Fig. 1: register map, names as in the netlist
Scale bar: 20 um.
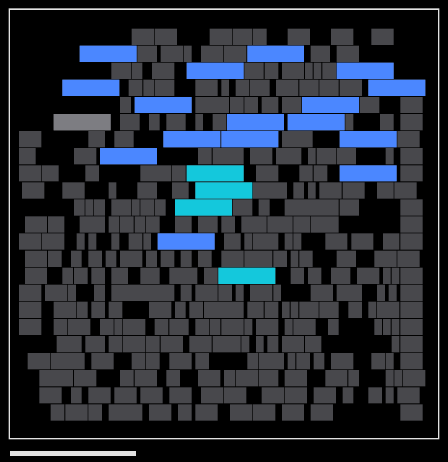
Fig. 2: cell density map
7 x 7 tiles, from black (low) to pale yellow (high), 0 to 100% covered.
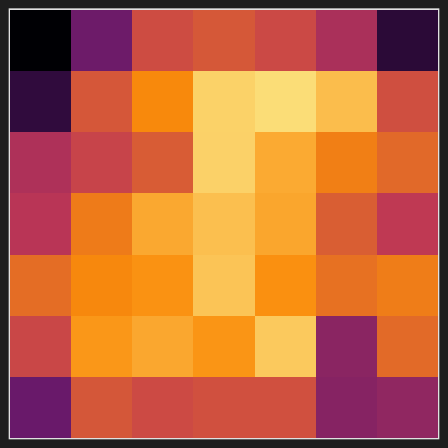
## src/rtl/cpu_ctrl_pkg.sv

```systemverilog
// Shared definitions for the hardwired control unit: opcodes, T-state encoding
// and IR field positions, also used by the datapath/ALU side.
package cpu_ctrl_pkg;

  localparam logic [4:0] OP_ADD  = 5'b00011;
  localparam logic [4:0] OP_SUB  = 5'b00100;
  localparam logic [4:0] OP_SHR  = 5'b00101;
  localparam logic [4:0] OP_SHL  = 5'b00110;
  localparam logic [4:0] OP_ROR  = 5'b00111;
  localparam logic [4:0] OP_ROL  = 5'b01000;
  localparam logic [4:0] OP_AND  = 5'b01001;
  localparam logic [4:0] OP_OR   = 5'b01010;
  localparam logic [4:0] OP_MUL  = 5'b01110;
  localparam logic [4:0] OP_DIV  = 5'b01111;
  localparam logic [4:0] OP_NEG  = 5'b10000;
  localparam logic [4:0] OP_NOT  = 5'b10001;
  localparam logic [4:0] OP_NOP  = 5'b11010;
  localparam logic [4:0] OP_HALT = 5'b11011;

  localparam int OPC_HI = 31;
  localparam int OPC_LO = 27;
  localparam int RA_HI  = 26;
  localparam int RA_LO  = 23;
  localparam int RB_HI  = 22;
  localparam int RB_LO  = 19;
  localparam int RC_HI  = 18;
  localparam int RC_LO  = 15;

  typedef enum logic [3:0] {
    S_IDLE = 4'd0,
    S_T0   = 4'd1,
    S_T1   = 4'd2,
    S_T2   = 4'd3,
    S_T3   = 4'd4,
    S_T4   = 4'd5,
    S_T5   = 4'd6,
    S_T6   = 4'd7,
    S_HALT = 4'd15
  } state_t;

  typedef enum logic [2:0] {
    CLS_3REG,
    CLS_MULDIV,
    CLS_UNARY,
    CLS_NOP,
    CLS_HALT,
    CLS_ILLEGAL
  } op_class_t;

  function automatic op_class_t op_class(input logic [4:0] op);
    case (op)
      OP_ADD, OP_SUB, OP_SHR, OP_SHL,
      OP_ROR, OP_ROL, OP_AND, OP_OR:  return CLS_3REG;
      OP_MUL, OP_DIV:                 return CLS_MULDIV;
      OP_NEG, OP_NOT:                 return CLS_UNARY;
      OP_NOP:                         return CLS_NOP;
      OP_HALT:                        return CLS_HALT;
      default:                        return CLS_ILLEGAL;
    endcase
  endfunction

endpackage

```

## src/rtl/decoder_4_to_16.sv

```systemverilog
// 4-bit index to one-hot 16 decoder with enable; all-zero output when disabled.
module decoder_4_to_16 (
  input  logic [3:0]  i_sel,
  input  logic        i_en,
  output logic [15:0] o_onehot
);

  always_comb begin
    o_onehot = '0;
    if (i_en) o_onehot[i_sel] = 1'b1;
  end

endmodule

```

## src/rtl/control_sequencer.sv

```systemverilog
// Hardwired fetch/decode/execute sequencer driving the bus datapath strobes,
// register select enables and ALU opcode from the current T-state.
module control_sequencer
  import cpu_ctrl_pkg::*;
(
  input  logic        clk,
  input  logic        clr,
  input  logic [31:0] ir,
  input  logic        mem_ready,
  output logic        PCout,
  output logic        IncPC,
  output logic        PCin,
  output logic        MARin,
  output logic        MDRin,
  output logic        MDRout,
  output logic        IRin,
  output logic        Yin,
  output logic        Zin,
  output logic        Zlowout,
  output logic        Zhighout,
  output logic        LOin,
  output logic        HIin,
  output logic        read,
  output logic [15:0] rin,
  output logic [15:0] rout,
  output logic [4:0]  alu_op,
  output logic        run,
  output logic        illegal,
  output logic [3:0]  t_state,
  output logic [15:0] instr_count
);

  state_t    r_state;
  logic      r_illegal;
  logic [15:0] r_count;

  logic [4:0] w_op;
  logic [3:0] w_ra, w_rb, w_rc;
  op_class_t  w_cls;
  logic [3:0] w_rin_sel, w_rout_sel;
  logic       w_rin_en, w_rout_en;
  logic       w_unused;

  assign w_op     = ir[OPC_HI:OPC_LO];
  assign w_ra     = ir[RA_HI:RA_LO];
  assign w_rb     = ir[RB_HI:RB_LO];
  assign w_rc     = ir[RC_HI:RC_LO];
  assign w_cls    = op_class(w_op);
  assign w_unused = ^ir[RC_LO-1:0];

  always_ff @(posedge clk or posedge clr) begin
    if (clr) begin
      r_state   <= S_IDLE;
      r_illegal <= 1'b0;
      r_count   <= '0;
    end else begin
      case (r_state)
        S_IDLE: r_state <= S_T0;
        S_T0:   r_state <= S_T1;
        // Count on the T1->T2 edge so the new count is visible during T2.
        S_T1: if (mem_ready) begin
          r_state <= S_T2;
          r_count <= r_count + 16'd1;
        end
        S_T2:   r_state <= S_T3;
        S_T3: case (w_cls)
          CLS_3REG, CLS_MULDIV, CLS_UNARY: r_state <= S_T4;
          CLS_NOP:  r_state <= S_T0;
          CLS_HALT: r_state <= S_HALT;
          default: begin
            r_state   <= S_HALT;
            r_illegal <= 1'b1;
          end
        endcase
        S_T4:   r_state <= (w_cls == CLS_UNARY) ? S_T0 : S_T5;
        S_T5:   r_state <= (w_cls == CLS_MULDIV) ? S_T6 : S_T0;
        S_T6:   r_state <= S_T0;
        default: r_state <= S_HALT;
      endcase
    end
  end

  // IR is only loaded at the end of T2, so execute strobes decode the live ir
  // together with the registered state rather than being precomputed a cycle early.
  always_comb begin
    {PCout, IncPC, PCin, MARin, MDRout, IRin, Yin, Zin,
     Zlowout, Zhighout, LOin, HIin, read} = '0;
    w_rin_en   = 1'b0;
    w_rin_sel  = w_ra;
    w_rout_en  = 1'b0;
    w_rout_sel = w_rb;
    alu_op     = '0;
    case (r_state)
      S_T0: begin PCout = 1'b1; MARin = 1'b1; IncPC = 1'b1; Zin = 1'b1; end
      S_T1: begin Zlowout = 1'b1; PCin = 1'b1; read = 1'b1; end
      S_T2: begin MDRout = 1'b1; IRin = 1'b1; end
      S_T3: case (w_cls)
        CLS_3REG:   begin w_rout_en = 1'b1; Yin = 1'b1; end
        CLS_MULDIV: begin w_rout_en = 1'b1; w_rout_sel = w_ra; Yin = 1'b1; end
        CLS_UNARY:  begin w_rout_en = 1'b1; alu_op = w_op; Zin = 1'b1; end
        default: ;
      endcase
      S_T4: case (w_cls)
        CLS_3REG:   begin w_rout_en = 1'b1; w_rout_sel = w_rc; alu_op = w_op; Zin = 1'b1; end
        CLS_MULDIV: begin w_rout_en = 1'b1; alu_op = w_op; Zin = 1'b1; end
        CLS_UNARY:  begin Zlowout = 1'b1; w_rin_en = 1'b1; end
        default: ;
      endcase
      S_T5: case (w_cls)
        CLS_3REG:   begin Zlowout = 1'b1; w_rin_en = 1'b1; end
        CLS_MULDIV: begin Zlowout = 1'b1; LOin = 1'b1; end
        default: ;
      endcase
      S_T6: begin Zhighout = 1'b1; HIin = 1'b1; end
      default: ;
    endcase
  end

  assign MDRin       = (r_state == S_T1) && mem_ready;
  assign run         = (r_state != S_IDLE) && (r_state != S_HALT);
  assign illegal     = r_illegal;
  assign t_state     = r_state;
  assign instr_count = r_count;

  decoder_4_to_16 u_rin_dec (
    .i_sel    (w_rin_sel),
    .i_en     (w_rin_en),
    .o_onehot (rin)
  );

  decoder_4_to_16 u_rout_dec (
    .i_sel    (w_rout_sel),
    .i_en     (w_rout_en),
    .o_onehot (rout)
  );

endmodule

```

## config.mk

```make
export PLATFORM = sky130hd
export DESIGN_NAME = control_sequencer
export DESIGN_NICKNAME = d
export VERILOG_FILES = /design/src/rtl/cpu_ctrl_pkg.sv /design/src/rtl/decoder_4_to_16.sv /design/src/rtl/control_sequencer.sv
export SDC_FILE = /design/constraint.sdc
export NUM_CORES = 1
export LEC_CHECK = 0
export CAP_MARGIN = 20
export CORE_UTILIZATION = 43
export CTS_BUF_LIST = sky130_fd_sc_hd__clkbuf_4 sky130_fd_sc_hd__clkbuf_8
export DETAILED_ROUTE_END_ITERATION = 10
export GPL_ROUTABILITY_DRIVEN = 0
export GPL_TIMING_DRIVEN = 0
export PLACE_DENSITY = 0.89
export SYNTH_ARGS = -nofsm -noshare
export SYNTH_HDL_FRONTEND = slang
export SYNTH_SLANG_ARGS = --single-unit
```

## constraint.sdc

```tcl
create_clock -name clk -period 5.41 [get_ports clk]
set_clock_uncertainty 0.15 [all_clocks]
set_input_delay 1.082 -clock clk [delete_from_list [all_inputs] [get_ports clk]]
set_output_delay 1.082 -clock clk [all_outputs]
set_load 0.01 [all_outputs]
```

==> results.yml <==
# physical design summary
outcome:
  status: "complete, no violations"
timing:
  postLayoutSetupSlackWorst_ns: 0.187
  timing.final.max_slew_violations: 0
  final.min_clock_period_ns: 5.22
die:
  pin_count: 108
  rows: 23
logic_synthesis:
  post_synthesis_register_bit_count: 21
  top_cell_area_share_pct: 27.9
  largest_area_cell: "sky130_fd_sc_hd__dfrtp_1"
  synth.distinct_cells: 56
  avgSynthCellArea_um2: 8.68
  synth.logic.top_family: "simple AND/OR/NAND/NOR gates"
  ys_cells: 217
  mux_area_share_pct: 3.39
  synth.top_cells.by_area: "sky130_fd_sc_hd__dfrtp_1 (28%), sky130_fd_sc_hd__xnor2_1 (5.1%), sky130_fd_sc_hd__nor4_1 (4.7%)"
critical_path:
  r2r_path_start: "t_state[3]"
  timing.critical_path.cells: "clkdlybuf4s50_1, a21oi_1, mux2i_1, nand2_1, o211a_1, buf_2, nor4_1, clkdlybuf4s50_1"
  critical_path_buf_inv_count: 3
  ff2ff_path_depth: 6
  r2r_setup_slack_ns: 3.06
  r2r-end: "instr_count[13]"
  crit_path_start_kind: "input pin"
run:
  openroad_warnings: 41
drt:
  drtAntennaViolNets: 0
  wl_met2_um: 2720
  wl_met1_um: 2530
hold_path:
  holdCritPathClass: "flip-flop to flip-flop"
  cell_depth_of_the_worst_hold_path: 1
clock_tree:
  htree_levels: 1
  max-clock-path-buffers: 2
  cts_inserted_buffers: 3
  clk-insertion-delay-late_ns: 0.26
final_layout:
  layout-drive-gt1-share_pct: 10.5
  post-route-cell-area_um2: 2920
  comb_area_um2: 1230
pwr:
  design_power_total_mw: 0.815
  power_density_nw_per_um2: 279
global_routing:
  met2_usage_pct: 42.3
  grt_util_all_layers_pct: 24.7
  groute.layer.met1.usage_pct: 33.1
place:
  detailedPlace.worstSlack_ns: 0.262
Notes on Fig. 1 above:
Cyan marks t_state, flops 4, where centre. Blue marks instr_count, flops 16.
Another 1 sequential cells are not coloured.
area of all sequential standard cells: 526 um2
flop share of the area: 18.0%

Notes on Fig. 2 above:
The densest ninth of the die: centre. The mean over all tiles is 61%. 31% of the tiles are over 75% full. 2.0% of the tiles are nearly empty.
initial core utilization: 45.8%
core region area: 4120 um2
utilization of the core after routing: 70.8%

[cell type report]
type                            instances  area share (%)
Multi-Input combinational cell        173            42.4
Timing Repair Buffer                   92            31.6
Inverter                                8            1.03
Sequential cell                        21            18.0
Buffer                                 15            3.18
Clock buffer                            4            1.67
Tap cell                               50            2.15
[state kept, by name, summed over array words and instances, names as in the netlist]
name,cells
instr_count,16
t_state,4
illegal,1
[power by group]
part | internal, mW | switching (mW) | total [mW] | leakage, nW
clock | 0.0574 | 0.0503 | 0.108 | 0.0262
sequential | 0.185 | 0.0396 | 0.224 | 0.263
combinational | 0.237 | 0.246 | 0.483 | 0.826
total | 0.479 | 0.336 | 0.815 | 1.12
Power figures rest on the tool's default switching activity, not on a simulated workload.
